<file path="config.mk">
export PLATFORM = sky130hd
export DESIGN_NAME = uart_rx_buffer
export DESIGN_NICKNAME = d
export VERILOG_FILES = /design/src/rtl/uart_rx_buffer.sv
export SDC_FILE = /design/constraint.sdc
export NUM_CORES = 1
export LEC_CHECK = 0
export ABC_AREA = 1
export CELL_PAD_IN_SITES_DETAIL_PLACEMENT = 1
export CELL_PAD_IN_SITES_GLOBAL_PLACEMENT = 1
export CORE_MARGIN = 4
export CORE_UTILIZATION = 51
export DETAILED_ROUTE_END_ITERATION = 16
export PLACE_DENSITY_LB_ADDON = 0.3
export SLEW_MARGIN = 40
export SYNTH_ARGS = -nofsm -noshare
export SYNTH_HDL_FRONTEND = slang
export SYNTH_SLANG_ARGS = --single-unit
export TNS_END_PERCENT = 100
</file>
<file path="constraint.sdc">
create_clock -name clk -period 3.82 [get_ports clk]
set_input_delay 0.382 -clock clk [delete_from_list [all_inputs] [get_ports clk]]
set_output_delay 0.382 -clock clk [all_outputs]
set_load 0.02 [all_outputs]
</file>
<file path="src/rtl/uart_rx_buffer.sv">
// Receive-side byte FIFO behind the UART receiver: parity check, circular store,
// host-paced pop, sticky drop flags and a saturating drop counter.
module uart_rx_buffer #(
  parameter int DEPTH      = 16,
  parameter int ADDR_W     = 4,
  parameter bit PARITY_ODD = 1'b0
) (
  input  logic              clk,
  input  logic              rst,
  input  logic [7:0]        rx_data,
  input  logic              rx_parity,
  input  logic              rx_valid,
  input  logic              rd_en,
  input  logic              err_clr,
  output logic [7:0]        rd_data,
  output logic              rd_valid,
  output logic [ADDR_W:0]   count,
  output logic              empty,
  output logic              full,
  output logic              overflow,
  output logic              parity_err,
  output logic [7:0]        err_cnt
);

  localparam logic [ADDR_W:0]   LP_DEPTH = (ADDR_W+1)'(DEPTH);
  localparam logic [ADDR_W:0]   LP_ONE_C = (ADDR_W+1)'(1);
  localparam logic [ADDR_W-1:0] LP_ONE_P = ADDR_W'(1);

  function automatic logic [7:0] sat_inc(input logic [7:0] v);
    return (v == 8'hFF) ? v : v + 8'd1;
  endfunction

  logic [7:0]        r_mem [DEPTH];
  logic [ADDR_W-1:0] r_wr_ptr;
  logic [ADDR_W-1:0] r_rd_ptr;
  logic [ADDR_W:0]   r_count;
  logic [7:0]        r_rd_data_p1;
  logic              r_vld_p1;
  logic              r_overflow;
  logic              r_parity_err;
  logic [7:0]        r_err_cnt;

  logic              w_exp_par;
  logic              w_good;
  logic              w_bad_par;
  logic              w_empty;
  logic              w_full;
  logic              w_pop;
  logic              w_wr;
  logic              w_ovf;
  logic [ADDR_W:0]   w_count_nxt;
  logic [7:0]        w_err_base;
  logic [7:0]        w_err_nxt;

  // Stage p0: parity check and write/pop/drop decisions from registered occupancy
  assign w_exp_par = PARITY_ODD ? ~^rx_data : ^rx_data;
  assign w_good    = rx_valid && (rx_parity == w_exp_par);
  assign w_bad_par = rx_valid && (rx_parity != w_exp_par);
  assign w_empty   = (r_count == '0);
  assign w_full    = (r_count == LP_DEPTH);
  assign w_pop     = rd_en && !w_empty;
  assign w_wr      = w_good && (!w_full || w_pop);
  assign w_ovf     = w_good && w_full && !w_pop;

  always_comb begin
    w_count_nxt = r_count;
    case ({w_wr, w_pop})
      2'b10:   w_count_nxt = r_count + LP_ONE_C;
      2'b01:   w_count_nxt = r_count - LP_ONE_C;
      default: w_count_nxt = r_count;
    endcase
  end

  // A clear in the same cycle as a new drop clears first, so the new drop survives.
  always_comb begin
    w_err_base = err_clr ? 8'd0 : r_err_cnt;
    w_err_nxt  = w_err_base;
    if (w_bad_par || w_ovf) w_err_nxt = sat_inc(w_err_base);
  end

  always_ff @(posedge clk) begin
    if (w_wr) r_mem[r_wr_ptr] <= rx_data;
  end

  // Stage p1: registered pop output, occupancy, pointers and status
  always_ff @(posedge clk) begin
    if (rst) begin
      r_wr_ptr     <= '0;
      r_rd_ptr     <= '0;
      r_count      <= '0;
      r_rd_data_p1 <= 8'd0;
      r_vld_p1     <= 1'b0;
      r_overflow   <= 1'b0;
      r_parity_err <= 1'b0;
      r_err_cnt    <= 8'd0;
    end else begin
      if (w_wr) r_wr_ptr <= r_wr_ptr + LP_ONE_P;
      if (w_pop) begin
        r_rd_ptr     <= r_rd_ptr + LP_ONE_P;
        r_rd_data_p1 <= r_mem[r_rd_ptr];
      end
      r_vld_p1     <= w_pop;
      r_count      <= w_count_nxt;
      r_overflow   <= (r_overflow   && !err_clr) || w_ovf;
      r_parity_err <= (r_parity_err && !err_clr) || w_bad_par;
      r_err_cnt    <= w_err_nxt;
    end
  end

  assign rd_data    = r_rd_data_p1;
  assign rd_valid   = r_vld_p1;
  assign count      = r_count;
  assign empty      = w_empty;
  assign full       = w_full;
  assign overflow   = r_overflow;
  assign parity_err = r_parity_err;
  assign err_cnt    = r_err_cnt;

endmodule

</file>
Figure 1. Met4 routing (run 1).
Scale: 4 px per um. Supply wires on this layer in gray.
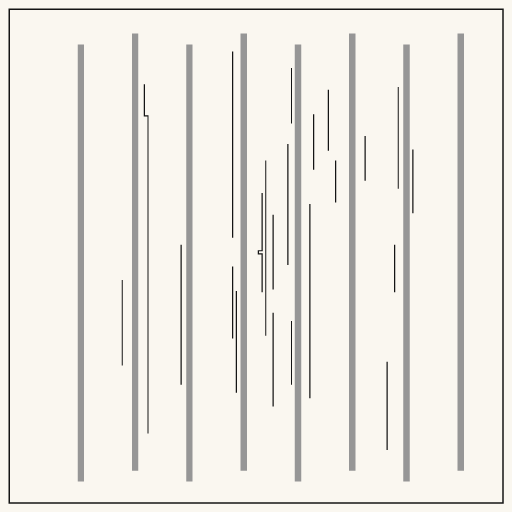
nets with wire on the layer: 19
main direction: vertical
longest straight run: 79.3 um
share of all routed wire: 2.9%
wire length on this layer: 575 um
via count: 5100
final wirelength: 20.0 mm

Figure 2. Routing congestion map (run 1).
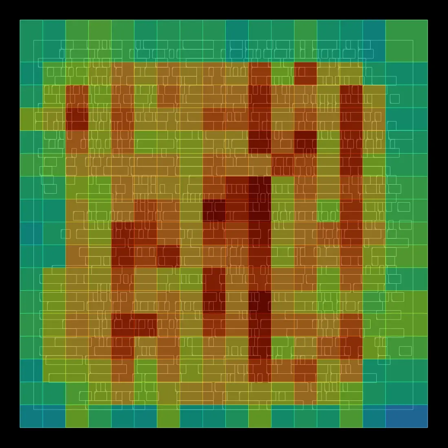
met2 usage: 47.6%
gr busiest metal: met2
GRT Util Overall: 28.2%
M3 GR Usage: 7.23%
Routed WL per cell: 24.1 um

Figure 3. Wire density map (run 1).
Scale: 3 px per um. The die is cut into 25 by 25 equal tiles; white is low, dark blue is high, scaled to the fullest tile. Values are wire area over tile area, all layers added.
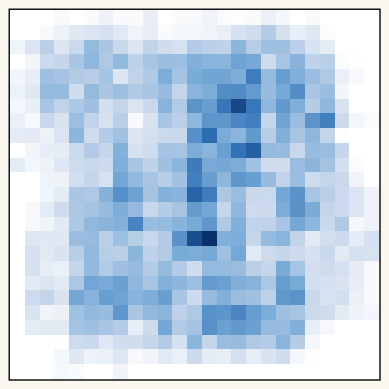
fullest tile: 0.81
densest ninth of the die: middle
mean over tiles: 0.22
nearly empty tiles: 15%

Figure 4. A small window of the routed layout (run 1).
Region (47, 22) to (77, 52) um. Cells in gray, sequential cells in the stronger gray; small squares are vias.
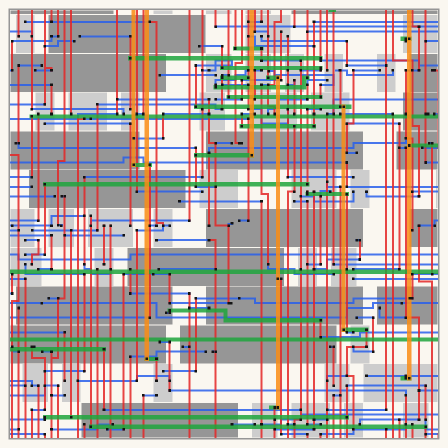
legend:
  blue:
    layer: M1
  orange:
    layer: M4
  red:
    layer: M2
  green:
    layer: M3
most frequent: nor2_1 (12), edfxtp_1 (12), o21ai_0 (8)
sequential cells in the window: 12
cells with their middle in the window: 46
netlist names of flops here include: r_mem (12)

==> impl_metrics.tcl, run 1 <==
# flow metrics
set metrics [dict create \
    finalSetupViolations 0 \
    drv_slew 0 \
    cts_buffer_depth 2 \
    root_buffer "clkbuf_16" \
    ys_chip_area_sq_um 6760 \
    arrival_ns 2.92 \
    die_height_um 123 \
    cp-start-kind "input pin" \
    cpMaxStageDelayCell "clkdlybuf4s50_1" \
    placed_area_sq_um 7350 \
    cellLeakagePower_nw 2.75 \
    grt_pass1_wl_mm 31.0 \
    required_ns 3.88 \
    fin_crit_ns 2.86 \
    crit_family "simple AND/OR/NAND/NOR gates" \
    crit_fanout 11 \
    core_sq_um 12800 \
    die_w_um 123 \
    place.port_buffers 39 \
    maxCapViolCount 0 \
    synth_top_flop_cell "edfxtp_1" \
    layout-drive-gt1-share_pct 11.6 \
    cts.sinks 160 \
    diodes 0 \
    r2r-start "count[1]" \
    tool_warnings 29 \
    rsz0062_at_grt "no" \
    grt_pass1_vias 5324 \
    syn_avg_cell_area_sq_um 11.3 \
    power_density_nw_per_um2 672 \
    syn_inst 599 \
    chipArea_sq_um 15200 \
    fin_crit_sh_pct 74.9 \
    area_growth_pct 17.2 \
    critPathKind "input pin to register" \
    path_depth 13 \
    grt_overflow 0 \
    outcome "completed" \
    drc 0 \
    place.gp.congestion 0.892 \
    num_io_pins 40 \
    finClkSkew_ns 0.00749 \
    grt_max_degree 66 \
    setup_tns_ns 0 \
    peakVddDrop_uv 309 \
    slew_headroom_pct 47.1 \
    place_hpwl_mm 13.0 \
]
-- run 1: synthesized netlist by cell type, types with 2 or more instances --
library cell  number  area (sq um)
xnor2_1            3          26.3
inv_2              7          26.3
nor3_1             7          35.0
o22ai_1           10          62.6
ha_1               8           100
nand3_1           26           130
nor2_1            96           360
o21ai_1            2          10.0
nand4_1            5          31.3
nand2_4            4          45.0
nand2_2           11          68.8
inv_1             42           158
o221ai_1          22           193
o211ai_1          18           135
nor2_2             3          18.8
nand2_1           38           143
nand3_2            6          60.1
a211oi_1           2          15.0
o21ai_0           71           355
edfxtp_1         128          3840
xor2_1             5          43.8
a21oi_1           19          95.1
clkbuf_1          19          71.3
buf_2             10          50.1
dfxtp_1           32           641
-- run 1: registers in the layout, summed over array words and instances, names as in the netlist --
register	flops
r_rd_ptr	4
err_cnt	8
parity_err	1
r_wr_ptr	4
rd_valid	1
overflow	1
rd_data	8
count	5
r_mem	128
-- run 1: cell usage in the layout (no fill, tap or decap), types with 10 or more instances in the layout --
master	netlist	layout
a21oi_1	19	19
buf_4	0	15
clkbuf_16	0	18
clkdlybuf4s50_1	0	39
dfxtp_1	32	31
edfxtp_1	128	128
inv_1	42	41
nand2_1	38	38
nand2_2	11	11
nand3_1	26	26
nor2_1	96	96
o211ai_1	18	18
o21ai_0	71	71
o221ai_1	22	22
o22ai_1	10	10
-- run 1: worst min path at each step --
stage,from,to,slack [ns]
floorplan,rst,count[1],0.46
global placement,overflow,overflow,0.47
detailed placement,overflow,overflow,0.47
CTS,overflow,overflow,0.48
global route,overflow,overflow,0.52
finish,overflow,overflow,0.48
-- run 1: kinds of logic (layout without fill, tap and decap cells) --
kind of cell / count (synthesis) / after routing / synth area share, %
AND-OR/OR-AND: 147 / 147 / 13.2
XOR/XNOR: 8 / 8 / 1.04
adder cells (fa/ha/maj): 8 / 8 / 1.48
buffers and inverters: 79 / 136 / 4.57
flip-flops: 160 / 160 / 66.4
AND/OR/NAND/NOR: 197 / 197 / 13.3
-- run 1: stage by stage --
stage / cells / worst slack, ns / hold WS [ns]
4_1_cts: 828 / 0.890 / 0.482
3_3_place_gp: 796 / 0.707 / 0.467
2_1_floorplan: 599 / 1.69 / 0.460
6_report: 828 / 0.959 / 0.480
3_5_place_dp: 796 / 0.520 / 0.474
5_1_grt: 828 / 0.718 / 0.521
-- run 1: final cells by class --
class / instances / area (sq um)
clock buffer: 26 / 500
fill: 1300 / 4860
sequential: 160 / 4490
inverter: 50 / 188
multi-input combinational: 360 / 1960
clock inverter: 6 / 60.1
timing repair buffer: 54 / 503
tap: 172 / 215
-- run 1: per-layer routing --
metal	vias to the layer above	track usage [%]	routed length (um)
li1	2241	-	-
met1	2553	35.3	7680
met5	-	0	0
met2	254	47.6	10200
met4	0	10.7	575
met3	52	7.23	1560
-- run 1: where the power goes --
part	switching (mW)	leakage [nW]	internal [mW]	total, mW
Combinational	1.10	1.06	0.495	1.60
Sequential	0.0954	1.42	1.99	2.08
Clock	0.667	0.269	0.967	1.63
Total	1.87	2.75	3.45	5.32
Figure 5. Selected gate families (run 1).
Scale: 4 px per um.
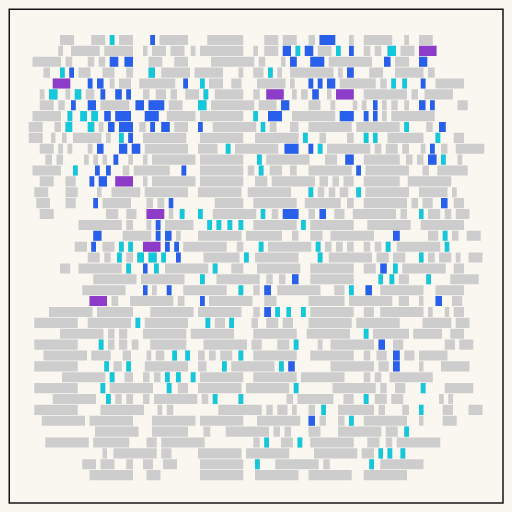

## Run 2: what changed since run 1
CORE_UTILIZATION = 48   (was 51)
clock period = 3 ns   (was 3.82 ns; I/O delays follow)
Figure 6. Selected gate families (run 2).
Scale: 4 px per um.
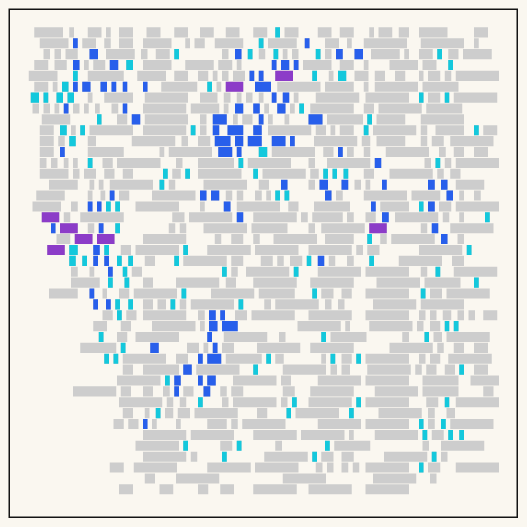
legend:
  purple:
    family: fa/ha/maj cells
    cells: 8
  blue:
    family: nand cells
    cells: 90
  cyan:
    family: nor cells
    cells: 107
    where: all over the die
Finished Layout Cells: 852
most frequent logic cell in the layout: edfxtp_1

==> run 2 against run 1 <==
Against the previous run: first-iteration DRC count down 9.4%; setup slack got worse by 0.44 ns; synthesized area stayed put; power is 28% higher; via count decreased by 1.6%; sequential cell count unchanged; die area up 5.8%; cell count grew 2.9%; register-to-register slack lost 0.32 ns; core utilization is 3.4 points lower; cell area is 2.2% higher; largest cell class unchanged.
==> impl_metrics.tcl, run 2 <==
# flow metrics
set metrics [dict create \
    ys_chip_area_sq_um 6760 \
    rows 43 \
    root_buffer "clkbuf_16" \
    cts_buffer_depth 2 \
    grt_pass1_wl_mm 29.3 \
    outcome "completed" \
    finalHoldViolCount 0 \
    pre_cts_ws_ns 0.200 \
    setup_tns_ns 0 \
    place.port_buffers 39 \
    vias_per_cell 5.89 \
    syn_avg_cell_area_sq_um 11.3 \
    grt_pass1_vias 5398 \
    diodes 0 \
    arrival_ns 2.80 \
    fin_crit_ns 2.48 \
    largest_reg_flops 128 \
    chipArea_sq_um 16000 \
    cellLeakagePower_nw 2.85 \
    wl_per_cell_um 21.8 \
    die_height_um 127 \
    slew_headroom_pct 50.6 \
    grt_max_degree 67 \
    topCellsByArea "edfxtp_1 (57%), dfxtp_1 (9.5%), nor2_1 (5.3%)" \
    finClkSkew_ns 0.00968 \
    fin_crit_sh_pct 82.5 \
    drv_slew 0 \
    place_hpwl_mm 12.1 \
    total_power_mw 6.79 \
    drc 0 \
    regMostFlops "r_mem" \
    die_w_um 127 \
    layout_top_cells "edfxtp_1 (128), nor2_1 (96), o21ai_0 (71)" \
    ys_top_cells_by_count "edfxtp_1 (128), nor2_1 (96), o21ai_0 (71)" \
    syn-num-nets 621 \
    numSynthFlops 160 \
    area_growth_pct 19.8 \
    most_common_cell "edfxtp_1" \
    core_sq_um 13800 \
    fmax_ghz 0.404 \
    peakVddDrop_uv 406 \
    grt_use_total_pct 24.0 \
    num_io_pins 40 \
    crit_fanout 5 \
    place.gp.congestion 0.797 \
    synth.top_cell.area_share_pct 56.9 \
    placed_area_sq_um 7510 \
    finalSetupViolations 0 \
    fillCellCount 1443 \
    synth_top_flop_cell "edfxtp_1" \
    largest_area_cell "edfxtp_1" \
    placedCellCount 820 \
    hold_ws_ns 0.478 \
    required_ns 3.32 \
    cts.sinks 160 \
    layout-drive-gt1-share_pct 13.8 \
    critPathKind "input pin to register" \
    maxCapViolCount 0 \
    grt_overflow 0 \
    power_density_nw_per_um2 840 \
]
Figure 7. Met4 routing (run 2).
Scale: 4 px per um. Supply wires on this layer in gray.
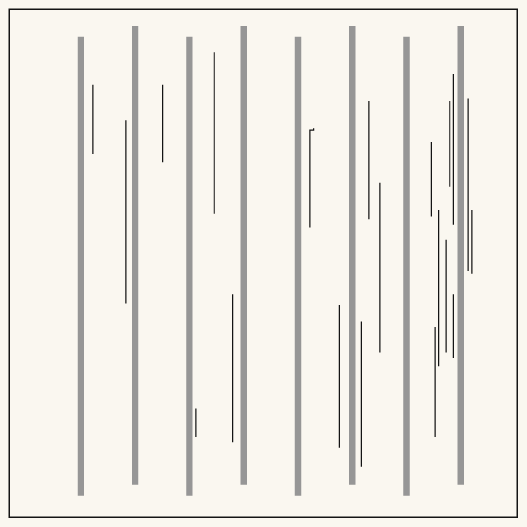
share of all routed wire: 3.1%
nets with wire on the layer: 16
longest straight run: 45.6 um
main direction: vertical
final wirelength: 18.6 mm
via count: 5018

[run 2: kinds of logic (layout without fill, tap and decap cells)]
group           count (synthesis)  after routing  share of synthesized area, %
fa+ha+maj                       8              8                          1.48
buf+inv                        79            152                          4.57
compound gates                147            147                          13.2
simple gates                  197            197                          13.3
xor+xnor                        8              8                          1.04
flops                         160            160                          66.4
[run 2: worst max-delay path: stages]
cell and delay, ns:
clkdlybuf4s50_1 0.59, xor2_1 0.26, nand3_1 0.16, nand2_1 0.11, nand2_2 0.07, nand2_4 0.09, nand2_4 0.07, nand2_4 0.11
inv_1 0.07, ha_1 0.34, inv_1 0.08, o21ai_1 0.13, inv_1 0.06, nand3_1 0.12, nand3_1 0.10, nand2_1 0.07
nor2_1 0.05
[run 2: final timing paths]
kind,from,endpoint,slack (ns),cells past startpoint
min reg2reg,parity_err,parity_err,0.48,2
max,rx_data[6],count[4],0.52,17
max reg2reg,count[1],count[4],0.69,16
min,parity_err,parity_err,0.48,2
[run 2: power by group]
part	internal, mW	switching, mW
clock network	1.29	0.861
registers	2.53	0.0891
logic	0.668	1.36
[run 2: layer usage]
layer | GRT usage, % | share of wire (%) | vias to the layer above
met5 | 0 | 0 | -
met3 | 5.56 | 4.7 | 43
li1 | - | - | 2273
met2 | 41.3 | 52 | 169
met4 | 10.2 | 3.1 | 0
met1 | 29.2 | 40 | 2533
[run 2: layout make-up]
type	count	area (sq um)	area share, %
Sequential cell	160	4490	55.4
Multi-Input combinational cell	360	1960	24.2
Timing Repair Buffer	70	648	8.01
Clock buffer	21	472	5.83
Tap cell	180	225	2.78
Inverter	50	188	2.32
Clock inverter	11	111	1.38
Figure 8. A small window of the routed layout (run 2).
Region (48, 23) to (78, 53) um. Cells in gray, sequential cells in the stronger gray; small squares are vias.
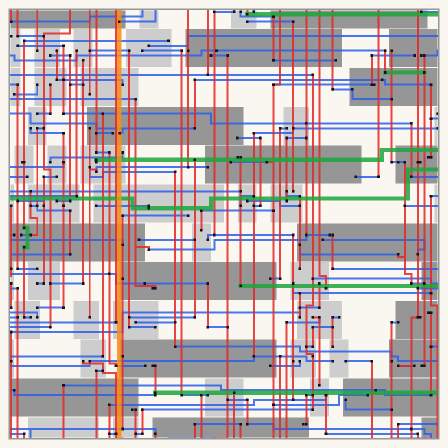

## Run 3: what changed since run 2
CORE_UTILIZATION = 43   (was 48)
clock period = 2.1 ns   (was 3 ns; I/O delays follow)
Figure 9. A small window of the routed layout (run 3).
Region (52, 25) to (82, 55) um. Cells in gray, sequential cells in the stronger gray; small squares are vias.
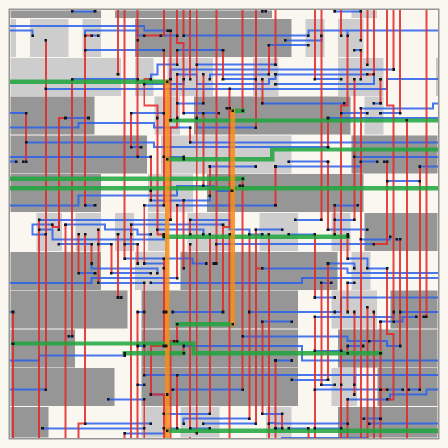
legend:
  blue:
    layer: M1
  green:
    layer: M3
  red:
    layer: M2
  orange:
    layer: M4
cells with their middle in the window: 43
sequential cells in the window: 16
most frequent: edfxtp_1 (16), nor2_1 (8), o21ai_0 (8)
netlist names of flops here include: r_mem (16)

==> run 3 against run 2 <==
Against the previous run: setup slack worse by 0.48 ns; clock-buffer cell count is 1 lower; cell count increased by 9.3%; cell area up 6.6%; synthesized cell count is the same; hold slack got worse by 0.22 ns; register-to-register slack lost 0.64 ns; highest routed layer unchanged.
==> impl_metrics.tcl, run 3 <==
# flow metrics
set metrics [dict create \
    area_growth_pct 27.7 \
    critical_path.most_common_cell "nand2_2" \
    die_w_um 133 \
    slew_headroom_pct 58.9 \
    grt_pass1_wl_mm 30.9 \
    crit_chain "inv_1, nand3_4, nor2_4, inv_2, nand2_4, inv_4, nand2_4, nand2_2, nand2_2, inv_2, ha_4, inv_2, nand2_2, nand3_2, nand2_2, nand3_4, nand3_2, nand2_1, nor2_1" \
    total_power_mw 10.5 \
    first_pass_iters 5 \
    grt_overflow 0 \
    tool_warnings 30 \
    largest_area_cell "edfxtp_1" \
    fmax_ghz 0.487 \
    critPathKind "register to register" \
    syn_inst 599 \
    crit_family "simple AND/OR/NAND/NOR gates" \
    chipArea_sq_um 17800 \
    fillCellCount 1624 \
    hold_ws_ns 0.258 \
    critical_path_buf_inv_count 5 \
    mostFrequentLayoutCell "edfxtp_1" \
    p_sw_mw 3.69 \
    totalWireLength_mm 20.1 \
    largest_reg_flops 128 \
    finalSetupViolations 0 \
    p_clk_share_pct 30.0 \
    arrival_ns 2.39 \
    outcome "completed" \
    num_io_pins 40 \
    pwr-share-comb_pct 34.2 \
    peakVddDrop_uv 743 \
    cts_tree "built" \
    cellLeakagePower_nw 3.16 \
    cpMaxStageDelayCell "dfxtp_1" \
    grt_use_total_pct 22.8 \
    power_frac_seq_pct 35.8 \
    layout_top_cells "edfxtp_1 (128), nor2_1 (94), buf_4 (75)" \
    synth.top_cell.area_share_pct 56.9 \
    core_sq_um 15300 \
    syn-num-nets 621 \
    diodes 0 \
    cp_slowest_stage_delay_ns 0.31 \
    drc 0 \
    cts.sinks 160 \
    crit_fanout 3 \
    syn_avg_cell_area_sq_um 11.3 \
    power_density_nw_per_um2 1220 \
    root_buffer "clkbuf_16" \
    cts_buffer_depth 2 \
    maxCapViolCount 0 \
    r2r_slack_ns 0.05 \
    grt_max_degree 36 \
    fin_crit_ns 2.05 \
    fin_crit_sh_pct 97.7 \
    place_hpwl_mm 12.9 \
    rsz0062_at_grt "yes" \
    placed_area_sq_um 7820 \
    grt_pass1_vias 5450 \
    place.port_buffers 39 \
    finalHoldViolCount 0 \
    tightest_slew_ns 0.616 \
    cp-start-kind "register" \
    swShare_pct 35.2 \
    wl_per_cell_um 21.6 \
    layout-drive-gt1-share_pct 22.5 \
    vias 5148 \
    ys_top_cells_by_count "edfxtp_1 (128), nor2_1 (96), o21ai_0 (71)" \
    ctsHtreeMaxLevel 4 \
    finClkSkew_ns 0.00757 \
    synth_top_flop_cell "edfxtp_1" \
    place.gp.congestion 0.829 \
    setup_ws_ns 0.0477 \
    p_int_mw 6.79 \
    regMostFlops "r_mem" \
    rows 45 \
    pre_cts_ws_ns -0.493 \
    placedCellCount 890 \
    ys_chip_area_sq_um 6760 \
    topCellsByArea "edfxtp_1 (57%), dfxtp_1 (9.5%), nor2_1 (5.3%)" \
    required_ns 2.44 \
    setup_tns_ns 0 \
    numSynthFlops 160 \
    drv_slew 0 \
    vias_per_cell 5.53 \
]
Figure 10. Selected gate families (run 3).
Scale: 4 px per um.
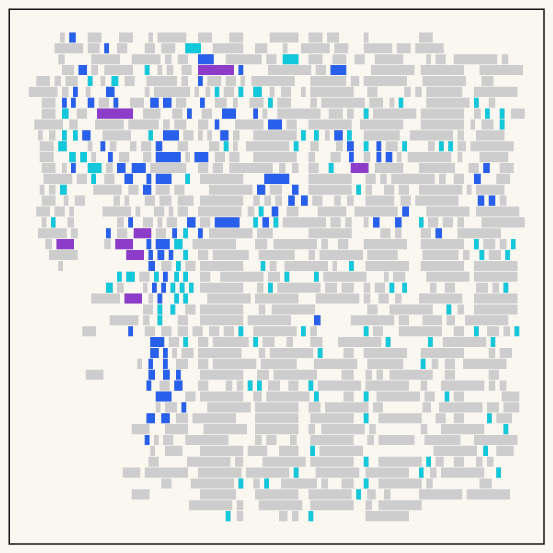
legend:
  cyan:
    family: nor cells
    cells: 107
    where: all over the die
  purple:
    family: fa/ha/maj cells
    cells: 8
    where: left middle
  blue:
    family: nand cells
    cells: 90
Finished Layout Cells: 931
logic share of the area: 24.0%

## run 3: layout make-up
type                            instances  area, sq um  share of cell area, %
Clock buffer                           20          467                   5.41
Clock inverter                         12          133                   1.54
Sequential cell                       160         4490                   52.1
Tap cell                              211          264                   3.06
Inverter                               50          190                   2.21
Multi-Input combinational cell        360         2070                   24.0
Timing Repair Buffer                  118         1010                   11.8
## run 3: what timing repair did
action | in CTS | in global routing
setup endpoints to repair | 118 | 79
pin swaps | 6 | 14
gates cloned | 0 | 0
hold buffers | 0 | 0
buffers inserted | 3 | 6
resized | 14 | 24
## run 3: worst reg2reg max path: stages, from the launching register on
cell and delay [ns]:
dfxtp_1 0.31, inv_1 0.16, nand3_4 0.13, nor2_4 0.12
inv_2 0.06, nand2_4 0.11, inv_4 0.06, nand2_4 0.07
nand2_2 0.06, nand2_2 0.07, inv_2 0.06, ha_4 0.16
inv_2 0.06, nand2_2 0.07, nand3_2 0.09, nand2_2 0.08
nand3_4 0.08, nand3_2 0.08, nand2_1 0.08, nor2_1 0.05
## run 3: power by group through the flow
stage          Sequential [mW]  Combinational [mW]  Clock (mW)
2_1_floorplan             3.95                1.65           0
3_3_place_gp              3.78                3.01           0
3_5_place_dp              3.79                3.18           0
4_1_cts                   3.75                3.37        3.14
5_1_grt                   3.77                3.87        3.32
6_report                  3.76                3.58        3.14
## run 3: cells by family (layout without fill, tap and decap cells)
family | after synthesis | in the layout | share of synthesized area (%)
compound gates | 147 | 147 | 13.2
xor+xnor | 8 | 8 | 1.04
fa+ha+maj | 8 | 8 | 1.48
buf+inv | 79 | 200 | 4.57
flops | 160 | 160 | 66.4
simple gates | 197 | 197 | 13.3
## run 3: routing by layer
layer  wire (um)  share of wire (%)  GRT usage (%)  vias to the layer above
met5           0                  0              0                        -
met1        8010                 40           27.6                     2619
met4         337                1.7           6.06                        0
met3         824                4.1           4.65                       27
met2       11000                 54           41.5                      137
li1            -                  -              -                     2365
## run 3: final timing paths
path                                 start  cells past startpoint          end
worst max-delay path              count[0]                     19     count[4]
worst min register to register    overflow                      2     overflow
worst min-delay path            rx_data[3]                      3  r_mem[1][3]
worst max register to register    count[0]                     19     count[4]
Power figures rest on the tool's default switching activity, not on a simulated workload.
